==> config.mk <==
export PLATFORM = sky130hd
export DESIGN_NAME = lcd_bus_sequencer_flat
export DESIGN_NICKNAME = d
export VERILOG_FILES = /design/src/rtl/lcd_bus_sequencer_pkg.sv /design/src/rtl/lcd_bus_sequencer_if.sv /design/src/rtl/lcd_bus_sequencer_timer.sv /design/src/rtl/lcd_bus_sequencer.sv /design/src/flat_wrapper.sv
export SDC_FILE = /design/constraint.sdc
export NUM_CORES = 1
export LEC_CHECK = 0
export ABC_AREA = 1
export CAP_MARGIN = 20
export CORE_UTILIZATION = 63
export DETAILED_ROUTE_END_ITERATION = 6
export GPL_ROUTABILITY_DRIVEN = 0
export HOLD_SLACK_MARGIN = 0.05
export PLACE_DENSITY = 0.86
export SKIP_CTS_REPAIR_TIMING = 1
export SLEW_MARGIN = 20
export SYNTH_ARGS = -nofsm -noshare
export SYNTH_HDL_FRONTEND = slang
export SYNTH_SLANG_ARGS = --single-unit
==> constraint.sdc <==
create_clock -name clk_clk -period 4.14 [get_ports clk_clk]
set_input_delay 1.242 -clock clk_clk [delete_from_list [all_inputs] [get_ports clk_clk]]
set_output_delay 1.242 -clock clk_clk [all_outputs]
set_load 0.02 [all_outputs]
Fig. 1: run 1, signal wires on met2
Scale: 4 px per um. Cells faint in the background.
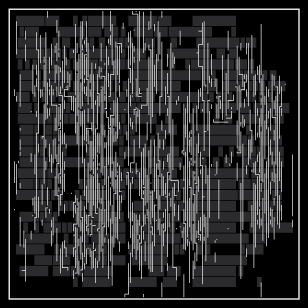
longest straight run	35.2 um
wire length on this layer	3440 um
main direction	vertical
drt total wl: 6940 um
M2 GR Usage: 50.7%
via count: 2785

Fig. 2: run 1, cell sizes after repair
Scale: 6 px per um.
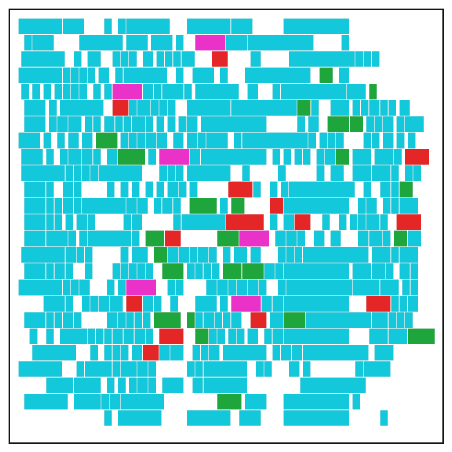
size	color	cells
_3 and _4 cells	red	14
_2 cells	green	24
_6 and larger	magenta	6
_0 and _1 cells	cyan	417
Area Overhead vs Synth: 13.0%
cell area after layout: 0.00350 sq mm
bufs w/o clock: 30
final setup margin: 0.831 ns

Fig. 3: run 1, metal 3
Scale: 4 px per um.
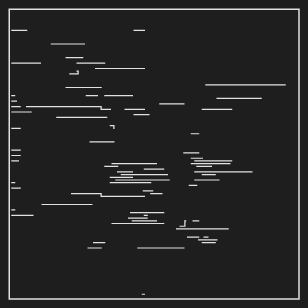
nets with wire on the layer	53
main direction	horizontal
share of all routed wire	6.1%
longest straight run	19.8 um
met3 Resource Use GR: 4.03%

==> impl_metrics.csv, run 1 <==
group,metric,value,unit
status,status,"finished, final reports clean",
sta,period_used_share,79.9,%
placement,numPortBuffers,25,
synth,common_cells,"109 x nand2_1, 63 x inv_1, 53 x nor2_1, 32 x nand3_1, 27 x dfxtp_1",
route,firstDrtPassIters,5,
cells_and_area,final_util,74.0,%
synth,syn_nets,453,
clock_network,clk_path_buf_depth,2,
setup_path,ff2ff_path_depth,11,
route,ant_nets,0,
hold_path,hold_path_class,"reg2reg",
clock_network,cts_inserted_buffers,5,
clock_network,cts_tree,"done",
synth,synth-compound-area-share,9.42,%
synth,synth_flops,48,
clock_network,clock-sinks,48,
sta,maxSlewHeadroom,63.9,%
setup_path,worstPathArrival,2.07,ns
synth,syn_inst,434,
clock_network,path_clk_slew,0.09,ns
sta,setup_tns,0,ns
cells_and_area,largest_reg_flops,21,
==> run 1: power by group <==
group	internal [uW]	leakage [uW]	switching, uW
Sequential	506	0.000441	11.8
Combinational	37.7	0.00104	56.5
Clock	135	0.0000434	167
==> run 1: metal layers <==
layer	GRT usage, %	vias up
met5	0	-
met4	8.50	0
met3	4.03	9
met2	50.7	122
met1	36.5	1219
li1	-	1435
==> run 1: worst max-delay path, cell delays in order (launching register included) <==
cell,delay (ns)
dfxtp_1,0.38
inv_1,0.12
nor2_1,0.16
nand2_1,0.12
inv_1,0.30
clkdlybuf4s50_1,0.68
==> run 1: layout make-up <==
class	instances	area, sq um
Inverter	67	254
Sequential cell	48	1170
Clock inverter	2	15.0
Clock buffer	6	82.6
Fill cell	379	1230
Timing Repair Buffer	30	288
Multi-Input combinational cell	308	1600
Tap cell	67	83.8
## Run 2: what changed since run 1
--- a/config.mk
+++ b/config.mk
@@ -7,11 +7,11 @@
 export LEC_CHECK = 0
 export ABC_AREA = 1
 export CAP_MARGIN = 20
-export CORE_UTILIZATION = 63
+export CORE_UTILIZATION = 58
 export DETAILED_ROUTE_END_ITERATION = 6
 export GPL_ROUTABILITY_DRIVEN = 0
 export HOLD_SLACK_MARGIN = 0.05
-export PLACE_DENSITY = 0.86
+export PLACE_DENSITY = 0.8
 export SKIP_CTS_REPAIR_TIMING = 1
 export SLEW_MARGIN = 20
 export SYNTH_ARGS = -nofsm -noshare
==> constraint.sdc (replaced) <==
create_clock -name clk_clk -period 3.5 [get_ports clk_clk]
set_input_delay 1.05 -clock clk_clk [delete_from_list [all_inputs] [get_ports clk_clk]]
set_output_delay 1.05 -clock clk_clk [all_outputs]
set_load 0.02 [all_outputs]
Fig. 4: run 2, metal 3
Scale: 4 px per um.
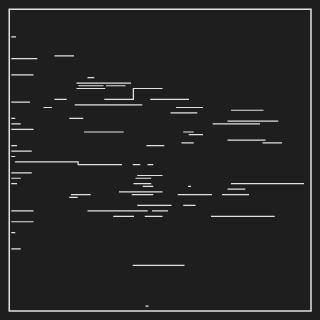
nets with wire on the layer	51
wire length on this layer	393 um
share of all routed wire	5.5%
main direction	horizontal
longest straight run	17.9 um
met3 Resource Use GR: 4.42%
drt total wl: 7110 um

Fig. 5: run 2, signal wires on met2
Scale: 4 px per um. Cells faint in the background.
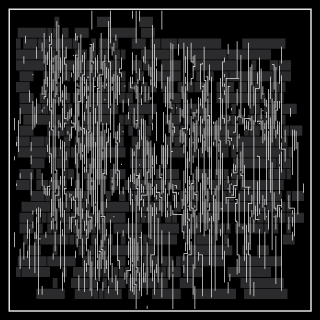
nets with wire on the layer	392
main direction	vertical
share of all routed wire	50%
wire length on this layer	3590 um
longest straight run	34.2 um
M2 GR Usage: 50.7%
via count: 2871

==> run 2 against run 1 <==
Final area is 0.39% higher. Synthesized cell count is the same. Combinational power grew about 20%. Clock power up 32%. Critical endpoint unchanged.
==> impl_metrics.csv, run 2 <==
group,metric,value,unit
cells_and_area,largest_reg_flops,21,
synth,yosysUniqueCellTypes,39,
setup_path,crit_top_cell,"inv_1",
clock_network,path_clk_slew,0.09,ns
placement,place_area,0.00340,sq mm
cells_and_area,nets,479,
sta,setup_tns,0,ns
clock_network,cts_inserted_buffers,5,
setup_path,cp_num_buf_inv,3,
setup_path,worstPathArrival,2.07,ns
setup_path,crit_path_max_incr_delay,0.68,ns
sta,period_used_share,89.3,%
route,firstDrtPassIters,5,
status,status,"finished, final reports clean",
setup_path,critPathTopFamily,"buffers and inverters",
sta,clock.fmax,320,MHz
cells_and_area,finalInstanceArea,0.00351,sq mm
synth,synth_flops,48,
placement,numPortBuffers,25,
clock_network,clk_path_buf_depth,2,
setup_path,cp_cell_sequence,"inv_1 > nor2_1 > nand2_1 > inv_1 > clkdlybuf4s50_1",
route,drc,0,
cells_and_area,final_util,68.7,%
synth,syn_nets,453,
route,ant_nets,0,
sta,grt_setup_unrepaired,"false",
global_route,grt_use_met1,32.4,%
global_route,grt_max_degree,22,
clock_network,cts_tree,"done",
hold_path,hold_path_class,"reg2reg",
cells_and_area,area_delta_synth_final,13.4,%
global_route,grt.busiest_layer,"met2",
synth,synth-compound-area-share,9.42,%
setup_path,ff2ff_path_depth,11,
synth,syn_inst,434,
sta,maxSlewHeadroom,61.7,%
synth,synthXorXnorAreaFrac,4.25,%
setup_path,slowest_stage,"clkdlybuf4s50_1",
cells_and_area,lay_top_count,"nand2_1",
sta,setup_ws,0.376,ns
[run 2: cell counts after synthesis]
No cell type changed its count.
[run 2: power breakdown]
group	leakage (uW)	switching, uW	internal (uW)
clock	0.0000552	186	212
combinational	0.00104	65.9	44.5
sequential	0.000441	14.6	599
total	0.00154	267	856
[run 2: cell type report]
type                            instances  area (sq um)
Clock buffer                            6          72.6
Clock inverter                          2          35.0
Fill cell                             460          1600
Inverter                               67           254
Multi-Input combinational cell        308          1600
Sequential cell                        48          1170
Tap cell                               70          87.6
Timing Repair Buffer                   30           288
[run 2: worst min-delay path, cell delays in order, from the launching register on]
cell and delay, ns:
dfxtp_1 0.37, a31oi_1 0.06, nor2_1 0.07
No activity file was given, so power comes from the tool's default toggle rates.
